File: config.mk
export PLATFORM = sky130hd
export DESIGN_NAME = id_ex_pipe_reg
export DESIGN_NICKNAME = d
export VERILOG_FILES = /design/src/rtl/id_ex_pipe_reg.sv
export SDC_FILE = /design/constraint.sdc
export NUM_CORES = 1
export LEC_CHECK = 0
export ABC_CLOCK_PERIOD_IN_PS = 2200
export CAP_MARGIN = 30
export CORE_MARGIN = 8
export CORE_UTILIZATION = 44
export DETAILED_ROUTE_END_ITERATION = 10
export GPL_TIMING_DRIVEN = 0
export PLACE_DENSITY = 0.86
export SLEW_MARGIN = 20
export SYNTH_ARGS = -nofsm -noshare
export SYNTH_HDL_FRONTEND = slang
export SYNTH_SLANG_ARGS = --single-unit
File: constraint.sdc
create_clock -name clk -period 2.2 [get_ports clk]
set_clock_uncertainty 0.2 [all_clocks]
set_input_delay 0.22 -clock clk [delete_from_list [all_inputs] [get_ports clk]]
set_output_delay 0.22 -clock clk [all_outputs]
set_load 0.005 [all_outputs]
File: src/rtl/id_ex_pipe_reg.sv
// id_ex_pipe_reg: ID/EX pipeline register for the ARM pipeline.
// Captures the gated control bundle, operands and destination register from
// decode and presents them to execute for one full cycle. Flush loads a
// bubble, stall holds all state, and a valid bit keeps bubbles from ever
// asserting downstream write enables.
// Optional feature: define ID_EX_BUBBLE_CNT_EN to add the saturating
// bubble_count output.
module id_ex_pipe_reg #(
    parameter int DATA_WIDTH     = 32,
    parameter int REG_ADDR_WIDTH = 4,
    parameter int CNT_WIDTH      = 16
) (
    input  logic                      clk,
    input  logic                      rst_n,
    input  logic                      stall,
    input  logic                      flush,
    input  logic                      valid_in,
    input  logic                      reg_write_enable_in,
    input  logic                      mem_write_enable_in,
    input  logic                      mem_to_reg_select_in,
    input  logic                      alu_src_select_in,
    input  logic                      pc_src_select_in,
    input  logic [1:0]                status_bits_in,
    input  logic [1:0]                alu_control_in,
    input  logic [DATA_WIDTH-1:0]     rn_data_in,
    input  logic [DATA_WIDTH-1:0]     rm_data_in,
    input  logic [DATA_WIDTH-1:0]     imm_in,
    input  logic [REG_ADDR_WIDTH-1:0] rd_addr_in,
    output logic                      valid_out,
    output logic                      reg_write_enable_out,
    output logic                      mem_write_enable_out,
    output logic                      mem_to_reg_select_out,
    output logic                      alu_src_select_out,
    output logic                      pc_src_select_out,
    output logic [1:0]                status_bits_out,
    output logic [1:0]                alu_control_out,
    output logic [DATA_WIDTH-1:0]     rn_data_out,
    output logic [DATA_WIDTH-1:0]     rm_data_out,
    output logic [DATA_WIDTH-1:0]     imm_out,
    output logic [REG_ADDR_WIDTH-1:0] rd_addr_out
`ifdef ID_EX_BUBBLE_CNT_EN
    ,
    output logic [CNT_WIDTH-1:0]      bubble_count
`endif
);

    // Occupancy of the stage: EMPTY holds a bubble, FULL holds a real instruction
    typedef enum logic {
        EMPTY = 1'b0,
        FULL  = 1'b1
    } validState_t;

    validState_t                r_state;
    validState_t                w_nextState;

    // Edge classification shared by the state machine, control and counter
    logic                       w_loadEdge;
    logic                       w_loadValid;
    logic                       w_loadBubble;

    // Stored control bundle
    logic                       r_regWriteEnable;
    logic                       r_memWriteEnable;
    logic                       r_memToRegSelect;
    logic                       r_aluSrcSelect;
    logic                       r_pcSrcSelect;
    logic [1:0]                 r_statusBits;
    logic [1:0]                 r_aluControl;

    // Stored operands and destination
    logic [DATA_WIDTH-1:0]      r_rnData;
    logic [DATA_WIDTH-1:0]      r_rmData;
    logic [DATA_WIDTH-1:0]      r_imm;
    logic [REG_ADDR_WIDTH-1:0]  r_rdAddr;

    // Flush wins over stall; anything else is a normal load
    assign w_loadEdge   = !flush && !stall;
    assign w_loadValid  = w_loadEdge && valid_in;
    assign w_loadBubble = flush || (w_loadEdge && !valid_in);

    // State register for the valid bit
    always_ff @(posedge clk or negedge rst_n) begin
        if (!rst_n) begin
            r_state <= EMPTY;
        end else begin
            r_state <= w_nextState;
        end
    end

    // Next-state logic: flush or bubble load empties, valid load fills, stall holds
    always_comb begin
        w_nextState = r_state;
        if (flush) begin
            w_nextState = EMPTY;
        end else if (!stall) begin
            w_nextState = valid_in ? FULL : EMPTY;
        end
    end

    // Control bundle register: only a valid load captures real control values
    always_ff @(posedge clk or negedge rst_n) begin
        if (!rst_n) begin
            r_regWriteEnable <= 1'b0;
            r_memWriteEnable <= 1'b0;
            r_memToRegSelect <= 1'b0;
            r_aluSrcSelect   <= 1'b0;
            r_pcSrcSelect    <= 1'b0;
            r_statusBits     <= 2'b00;
            r_aluControl     <= 2'b00;
        end else if (w_loadBubble) begin
            r_regWriteEnable <= 1'b0;
            r_memWriteEnable <= 1'b0;
            r_memToRegSelect <= 1'b0;
            r_aluSrcSelect   <= 1'b0;
            r_pcSrcSelect    <= 1'b0;
            r_statusBits     <= 2'b00;
            r_aluControl     <= 2'b00;
        end else if (w_loadValid) begin
            r_regWriteEnable <= reg_write_enable_in;
            r_memWriteEnable <= mem_write_enable_in;
            r_memToRegSelect <= mem_to_reg_select_in;
            r_aluSrcSelect   <= alu_src_select_in;
            r_pcSrcSelect    <= pc_src_select_in;
            r_statusBits     <= status_bits_in;
            r_aluControl     <= alu_control_in;
        end
    end

    // Operand register: cleared by flush, held by stall, loaded even for bubbles
    always_ff @(posedge clk or negedge rst_n) begin
        if (!rst_n) begin
            r_rnData <= '0;
            r_rmData <= '0;
            r_imm    <= '0;
            r_rdAddr <= '0;
        end else if (flush) begin
            r_rnData <= '0;
            r_rmData <= '0;
            r_imm    <= '0;
            r_rdAddr <= '0;
        end else if (!stall) begin
            r_rnData <= rn_data_in;
            r_rmData <= rm_data_in;
            r_imm    <= imm_in;
            r_rdAddr <= rd_addr_in;
        end
    end

    // Output decode: control is qualified by the valid state so a bubble can never write
    always_comb begin
        valid_out             = (r_state == FULL);
        reg_write_enable_out  = r_regWriteEnable && (r_state == FULL);
        mem_write_enable_out  = r_memWriteEnable && (r_state == FULL);
        mem_to_reg_select_out = r_memToRegSelect && (r_state == FULL);
        alu_src_select_out    = r_aluSrcSelect   && (r_state == FULL);
        pc_src_select_out     = r_pcSrcSelect    && (r_state == FULL);
        status_bits_out       = (r_state == FULL) ? r_statusBits : 2'b00;
        alu_control_out       = (r_state == FULL) ? r_aluControl : 2'b00;
        rn_data_out           = r_rnData;
        rm_data_out           = r_rmData;
        imm_out               = r_imm;
        rd_addr_out           = r_rdAddr;
    end

`ifdef ID_EX_BUBBLE_CNT_EN
    logic [CNT_WIDTH-1:0] r_bubbleCount;

    // Saturating count of bubbles loaded since reset; stall leaves it untouched
    always_ff @(posedge clk or negedge rst_n) begin
        if (!rst_n) begin
            r_bubbleCount <= '0;
        end else if (w_loadBubble && (r_bubbleCount != {CNT_WIDTH{1'b1}})) begin
            r_bubbleCount <= r_bubbleCount + 1'b1;
        end
    end

    assign bubble_count = r_bubbleCount;
`endif

endmodule

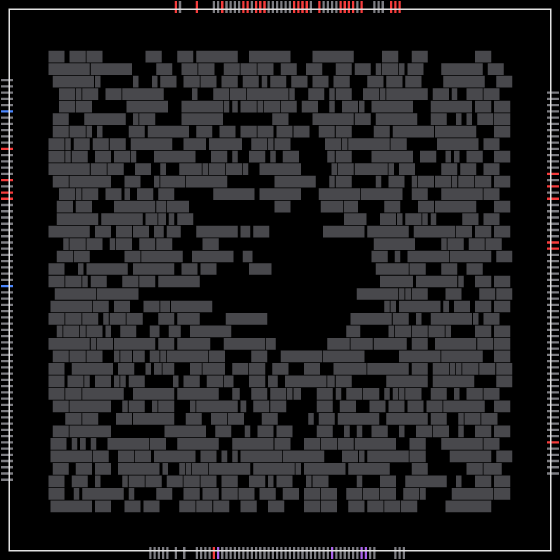
Run 1: pin placement
Pins as bars across the die edge, other pins in gray.
| port | color | pins | direction | edge |
|---|---|---|---|---|
| status_bits_in | blue | 2 | input | left |
| rd_addr_out | purple | 4 | output | bottom |
| rm_data_out | red | 32 | output | 21 top, 6 right, 4 left, 1 bottom |
all pins by edge: 65 left, 62 right, 53 bottom, 44 top
number of buffer cells added on primary ports: 221
overall die width: 117.6 um
DIE HEIGHT: 117.6 um

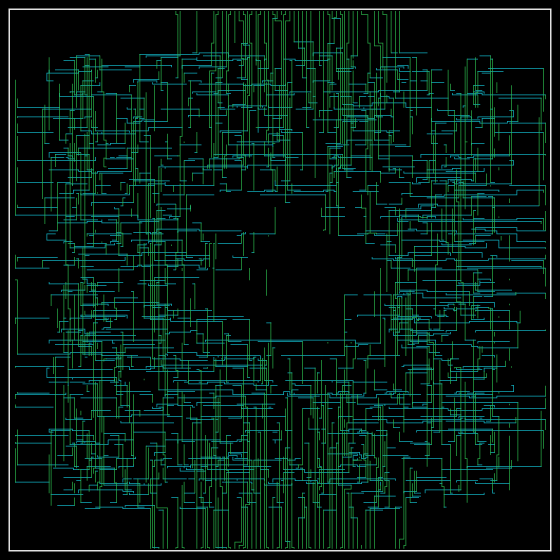
Run 1: wiring by layer
Two of the layers only.
| layer | color | wire length |
|---|---|---|
| M1 | cyan | 5150 um |
| M2 | green | 6510 um |

==> run_results.csv, run 1 <==
group,metric,value,unit
outcome,outcome,"completed",
floorplan,coreArea,10180,um^2
final_layout,most-common-layout-cells,"220 x sky130_fd_sc_hd__clkdlybuf4s50_1, 110 x sky130_fd_sc_hd__dfrtp_1, 102 x sky130_fd_sc_hd__nor2_1, 101 x sky130_fd_sc_hd__mux2i_1, 10 x sky130_fd_sc_hd__clkbuf_8",
critical_path,r2r-end,"valid_out",
yosys,synth-xor-area-share,0,%
clock_network,cts_setup_buffers,0,
final_layout,number_of_antenna_cells_inserted,0,
clock_network,clock_sink_count,110,
sta,grt_setup_unrepaired,"no",
power_and_ir_drop,p_int,3.085,mW
final_layout,number_of_cells_in_the_finished_layout_apart_from_fillers,734,
final_layout,design.final.nets,707,
sta,timing.final.crit_period,2022,ps
job,max-cap-violations,0,
min_path,worstHoldEndpoint,"r_statusBits[0]",
sta,setup_viol_count_final,0,
clock_network,numCtsBuffers,9,
job,log.warning_count,26,
drt,wl_per_cell,18.01,um
clock_network,worst_skew_pair_latency,350,ps
sta,finalSetupTns,0,ps
yosys,ys_dominant_reg_cell,"sky130_fd_sc_hd__dfrtp_1",
final_layout,share_of_post_route_cells_with_drive_strength_above_1,5.518,%
critical_path,worstPathArrival,1600,ps
yosys,synth_largest_type_area_fraction,60.59,%
placed_design,gpl.final_weighted_congestion,0.7819,
sta,final.hold.worst_slack,149.4,ps
final_layout,post-route-cell-area,7146,um^2
drt,drt-met1-wl,5.147,mm
yosys,netlist_area_before_placement,4543,um^2
critical_path,cp_cell_sequence,"and2_1 -> clkdlybuf4s50_1",
yosys,synth_seq_share,60.59,%
floorplan,floorplan.initialDensity,44.61,%
final_layout,layout.area.comb,1553,um^2
floorplan,rows,37,
final_layout,layout.nonclk_buf_share,34.83,%
critical_path,worstSetupStartpoint,"valid_out",
clock_network,clk_pin_slew,100,ps
clock_network,cts_hold_buffers,1,
min_path,hold_start,"valid_in",
drt,remaining_drc_errors,0,
drt,firstDrtPassIters,4,
critical_path,path_depth,2,
global_route,grt_pass1_wl,21.42,mm
power_and_ir_drop,finalPower,4.128,mW
drt,dr.first_iter.drc_count,140,
final_layout,combAreaFraction,21.73,%
global_route,maximum_number_of_pins_on_one_net_before_global_route_repair,59,
critical_path,regToRegSetupSlack,1170,ps
final_layout,layout_top_cell_excl_fill_tap,"sky130_fd_sc_hd__clkdlybuf4s50_1",
critical_path,setup.worst_path.end,"reg_write_enable_out",
floorplan,floorplan.io_pins,224,
critical_path,cpPeakStageDelay,540,ps
yosys,synth.comb.largest_family,"multiplexers",
final_layout,final.clkbuf_count,10,
yosys,ys_async_sr_fraction,100.0,%
placed_design,placedInstanceArea,6954,um^2
yosys,synth.area.mux_share,22.25,%
power_and_ir_drop,power.net_switching,1.043,mW
floorplan,chipArea,13830,um^2
final_layout,clockNetworkAreaShare,2.539,%
sta,finalHoldViolCount,0,
power_and_ir_drop,power_switching_share,25.26,%
final_layout,dominant-cell-class,"sequential cells",
clock_network,cts.root.buffer_cell,"sky130_fd_sc_hd__clkbuf_8",
final_layout,flop-count,110,
drt,met3WireLength,1.368,mm
power_and_ir_drop,share_clk_of_total_power,27.6,%
min_path,min-delay-path-class,"in2reg",
power_and_ir_drop,pwr-share-seq,53.1,%
yosys,synthesis.nets,473,
power_and_ir_drop,power_per_cell_area,577.8,nW/um^2
yosys,synth.cells.most_frequent,"110 x sky130_fd_sc_hd__dfrtp_1, 102 x sky130_fd_sc_hd__nor2_1, 101 x sky130_fd_sc_hd__mux2i_1, 9 x sky130_fd_sc_hd__and2_1, 8 x sky130_fd_sc_hd__a32o_1",
global_route,antenna_found_initial,0,
global_route,grt_overflow,0,
placed_design,dp.final_hpwl,10.46,mm
yosys,post_synth_ao_oa_area_fraction,1.873,%
sta,fin_ws,178.5,ps
final_layout,inverters_excl_clock,0,
clock_network,htreeDepth,3,
sta,tightest_slew,579.2,ps
yosys,synthMostInstantiatedCell,"sky130_fd_sc_hd__dfrtp_1",
final_layout,nFillCells,779,
power_and_ir_drop,top_power_group,"sequential cells",
final_layout,multiInputCombCellCount,224,
yosys,syn-instance-count,359,
critical_path,reg2regPathDepth,2,
placed_design,setup_slack_after_placement,289.2,ps
final_layout,sequential_cell_area,2753,um^2
critical_path,critPathLaunchType,"register",
global_route,grt_use_met2,32.73,%
power_and_ir_drop,combPwrFrac,19.3,%
yosys,synthDistinctLibCells,15,
yosys,simple_gate_area_share,10.05,%
power_and_ir_drop,combinationalPower,796,uW
sta,maxSlewViolCount,0,
global_route,busiest_layer,"met2",
drt,viasPerCell,4.811,
power_and_ir_drop,irDropWorstVdd,404.4,uV
critical_path,worst_ep_required_time,1780,ps
critical_path,crit_slowest_cell,"sky130_fd_sc_hd__clkdlybuf4s50_1",
yosys,synth.avg_cell_area,12.65,um^2
global_route,grt_pass1_vias,3987,
critical_path,worst_setup_path_end_kind,"output pin",
critical_path,r2r_start,"valid_out",
min_path,worstHoldPathCells,3,
sta,timing.max_slew.rel_slack,61.25,%
drt,detail-route-antenna-nets,0,
yosys,dominant_cell_type_by_area_after_synthesis,"sky130_fd_sc_hd__dfrtp_1",
yosys,topCellsByArea,"sky130_fd_sc_hd__dfrtp_1 61%, sky130_fd_sc_hd__mux2i_1 22%, sky130_fd_sc_hd__nor2_1 8.4%",
power_and_ir_drop,p_leak,3.349,nW
yosys,yosys.stat.chipArea,4543,um^2
sta,clock.fmax,494.7,MHz
drt,vias,3531,
yosys,edf_count,0,
yosys,synth_adder_area_share,0,%
clock_network,cts.repair.resized,0,
global_route,grt_util_met3,8.777,%
critical_path,timing.setup.critical_path_class,"reg2out",
final_layout,nNonClkBuffers,248,
final_layout,final_core_util,70.16,%
critical_path,critPathMaxFanout,11,
clock_network,tritoncts_clock_tree,"yes",
global_route,use_met1,21.25,%
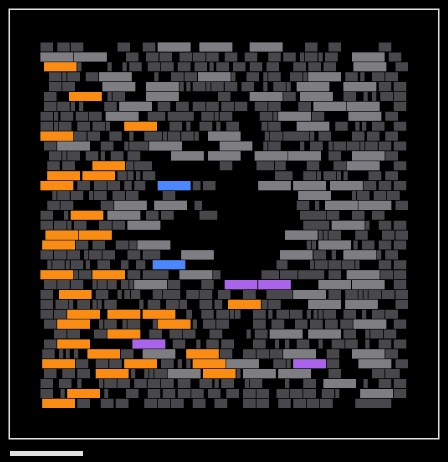
Run 1: sequential cells colored by netlist name
Scale bar: 20 um. Other sequential cells in the stronger gray, the rest of the logic in the fainter gray.
| name in the netlist | color | sequential cells |
|---|---|---|
| rd_addr_out | purple | 4 |
| rn_data_out | orange | 32 |
| r_aluControl | blue | 2 |
not colored: 72
power in sequential cells: 2.19 mW
sequential share of cell area: 38.52%

==> run 2: changes to the inputs <==
SKIP_LAST_GASP = 1   (was unset)
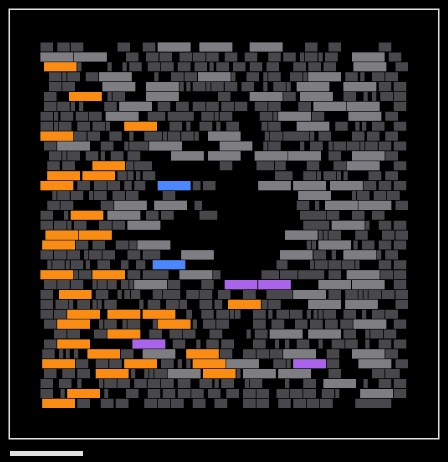
Run 2: sequential cells colored by netlist name
Scale bar: 20 um. Other sequential cells in the stronger gray, the rest of the logic in the fainter gray.
| name in the netlist | color | sequential cells |
|---|---|---|
| rd_addr_out | purple | 4 |
| rn_data_out | orange | 32 |
| r_aluControl | blue | 2 |
not colored: 72

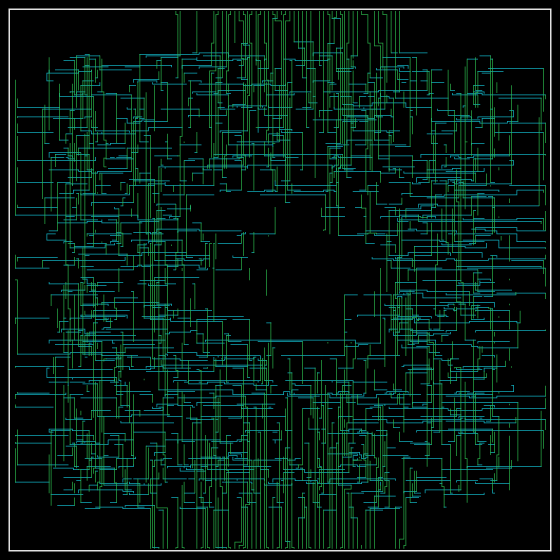
Run 2: wiring by layer
Two of the layers only.
| layer | color | wire length |
|---|---|---|
| M1 | cyan | 5150 um |
| M2 | green | 6510 um |

==> run_results.csv, run 2 <==
group,metric,value,unit
clock_network,numCtsBuffers,9,
critical_path,timing.setup.critical_path_class,"reg2out",
yosys,edf_count,0,
final_layout,combAreaFraction,21.73,%
yosys,yosys.stat.chipArea,4543,um^2
yosys,synth_adder_area_share,0,%
drt,firstDrtPassIters,4,
floorplan,rows,37,
final_layout,layout.area.comb,1553,um^2
power_and_ir_drop,top_power_group,"sequential cells",
critical_path,crit_slowest_cell,"sky130_fd_sc_hd__clkdlybuf4s50_1",
sta,final.hold.worst_slack,149.4,ps
yosys,synthMostInstantiatedCell,"sky130_fd_sc_hd__dfrtp_1",
critical_path,setup.worst_path.end,"reg_write_enable_out",
global_route,busiest_layer,"met2",
power_and_ir_drop,combinationalPower,796,uW
final_layout,number_of_antenna_cells_inserted,0,
yosys,netlist_area_before_placement,4543,um^2
global_route,grt_util_met3,8.777,%
clock_network,cts.root.buffer_cell,"sky130_fd_sc_hd__clkbuf_8",
drt,wl_per_cell,18.01,um
drt,drt-met1-wl,5.147,mm
sta,timing.final.crit_period,2022,ps
critical_path,path_depth,2,
yosys,synthesis.yosys.warnings,0,
power_and_ir_drop,p_seq,2.19,mW
clock_network,clk_pin_slew,100,ps
drt,detail-route-antenna-nets,0,
yosys,dominant_cell_type_by_area_after_synthesis,"sky130_fd_sc_hd__dfrtp_1",
outcome,outcome,"completed",
yosys,synth.cells.most_frequent,"110 x sky130_fd_sc_hd__dfrtp_1, 102 x sky130_fd_sc_hd__nor2_1, 101 x sky130_fd_sc_hd__mux2i_1, 9 x sky130_fd_sc_hd__and2_1, 8 x sky130_fd_sc_hd__a32o_1",
floorplan,die.size.x,117.6,um
critical_path,worstSetupStartpoint,"valid_out",
drt,highest_metal_used,"met4",
yosys,synth.comb.largest_family,"multiplexers",
clock_network,clock_sink_count,110,
job,log.warning_count,26,
final_layout,clockNetworkAreaShare,2.539,%
drt,dr.first_iter.drc_count,140,
floorplan,floorplan.io_pins,224,
drt,remaining_drc_errors,0,
global_route,use_met1,21.25,%
global_route,antenna_found_initial,0,
final_layout,layout.nonclk_buf_share,34.83,%
yosys,synth_seq_share,60.59,%
yosys,ys_cells,359,
power_and_ir_drop,power_switching_share,25.26,%
final_layout,most-common-layout-cells,"220 x sky130_fd_sc_hd__clkdlybuf4s50_1, 110 x sky130_fd_sc_hd__dfrtp_1, 102 x sky130_fd_sc_hd__nor2_1, 101 x sky130_fd_sc_hd__mux2i_1, 10 x sky130_fd_sc_hd__clkbuf_8",
power_and_ir_drop,p_leak,3.349,nW
final_layout,nFillCells,779,
critical_path,cpPeakStageDelay,540,ps
clock_network,cts_setup_buffers,0,
final_layout,number_of_cells_in_the_finished_layout_apart_from_fillers,734,
yosys,synth.area.mux_share,22.25,%
floorplan,chipArea,13830,um^2
clock_network,cts_hold_buffers,1,
min_path,hold_start,"valid_in",
critical_path,worst_setup_path_end_kind,"output pin",
critical_path,r2r_start,"valid_out",
final_layout,layout_top_cell_excl_fill_tap,"sky130_fd_sc_hd__clkdlybuf4s50_1",
floorplan,coreArea,10180,um^2
sta,grt_setup_unrepaired,"no",
critical_path,regToRegSetupSlack,1170,ps
yosys,ys_ff,110,
final_layout,post-route-cell-area,7146,um^2
placed_design,post-place-cells,717,
floorplan,die-height,117.6,um
sta,timing.max_slew.rel_slack,61.25,%
job,max-cap-violations,0,
placed_design,setup_slack_after_placement,289.2,ps
clock_network,cts.repair.resized,0,
drt,totalWireLength,13.22,mm
yosys,syn-instance-count,359,
global_route,grt_pass1_vias,3987,
power_and_ir_drop,combPwrFrac,19.3,%
sta,setup_viol_count_final,0,
yosys,simple_gate_area_share,10.05,%
final_layout,sequential_cell_area,2753,um^2
power_and_ir_drop,share_clk_of_total_power,27.6,%
global_route,grt_use_met2,32.73,%
yosys,ys_async_sr_fraction,100.0,%
placed_design,dp.final_hpwl,10.46,mm
global_route,grt_overflow,0,
final_layout,multiInputCombCellCount,224,
critical_path,r2r-end,"valid_out",
power_and_ir_drop,pwr-share-seq,53.1,%
final_layout,design.final.nets,707,
yosys,synthDistinctLibCells,15,
min_path,worstHoldPathCells,3,
power_and_ir_drop,power_per_cell_area,577.8,nW/um^2
clock_network,tritoncts_clock_tree,"yes",
global_route,grt_pass1_wl,21.42,mm
final_layout,dominant-cell-class,"sequential cells",
sta,tightest_slew,579.2,ps
yosys,synth-xor-area-share,0,%
sta,clock.fmax,494.7,MHz
yosys,post_synth_ao_oa_area_fraction,1.873,%
global_route,maximum_number_of_pins_on_one_net_before_global_route_repair,59,
critical_path,worstPathArrival,1600,ps
drt,vias,3531,
placed_design,gpl.final_weighted_congestion,0.7819,
sta,maxSlewViolCount,0,
final_layout,share_of_post_route_cells_with_drive_strength_above_1,5.518,%
floorplan,tap-cell-count,136,
yosys,synthesis.nets,473,
placed_design,place.port_buffers,221,
clock_network,htreeDepth,3,
critical_path,cp_cell_sequence,"and2_1 -> clkdlybuf4s50_1",
yosys,synth.avg_cell_area,12.65,um^2
drt,detailroute.wirelength.met2,6.509,mm
floorplan,floorplan.initialDensity,44.61,%
min_path,worstHoldEndpoint,"r_statusBits[0]",
final_layout,seq_share,38.52,%
critical_path,worst_ep_required_time,1780,ps
final_layout,nNonClkBuffers,248,
yosys,topCellsByArea,"sky130_fd_sc_hd__dfrtp_1 61%, sky130_fd_sc_hd__mux2i_1 22%, sky130_fd_sc_hd__nor2_1 8.4%",
sta,fin_ws,178.5,ps
final_layout,inverters_excl_clock,0,
min_path,min-delay-path-class,"in2reg",
critical_path,reg2regPathDepth,2,
sta,finalSetupTns,0,ps
final_layout,final_core_util,70.16,%
final_layout,final.clkbuf_count,10,
power_and_ir_drop,p_int,3.085,mW
power_and_ir_drop,power.net_switching,1.043,mW
yosys,synth_largest_type_area_fraction,60.59,%
power_and_ir_drop,finalPower,4.128,mW
critical_path,critPathMaxFanout,11,
sta,finalHoldViolCount,0,
critical_path,critPathLaunchType,"register",
placed_design,placedInstanceArea,6954,um^2
power_and_ir_drop,irDropWorstVdd,404.4,uV
drt,viasPerCell,4.811,
yosys,ys_dominant_reg_cell,"sky130_fd_sc_hd__dfrtp_1",
drt,met3WireLength,1.368,mm
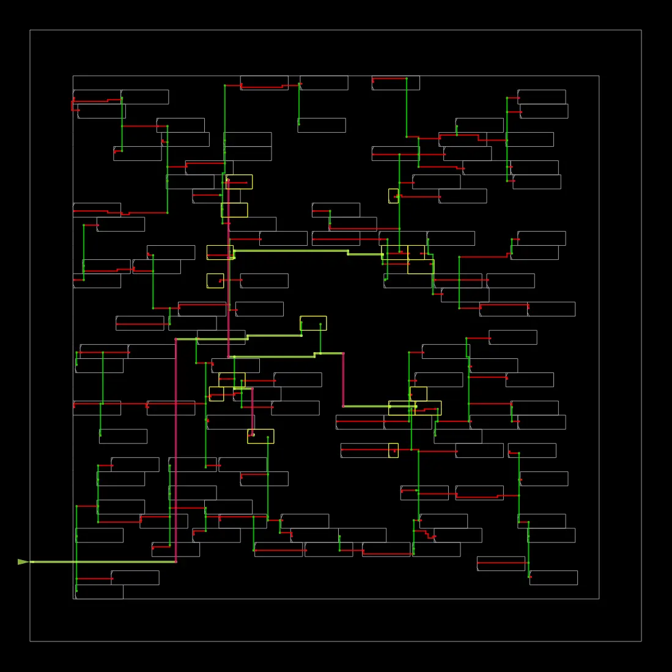
Run 2: the clock network
count of sequential standard cells: 110
worst skew pair latency: 350 ps

No activity file was given, so power comes from the tool's default toggle rates.
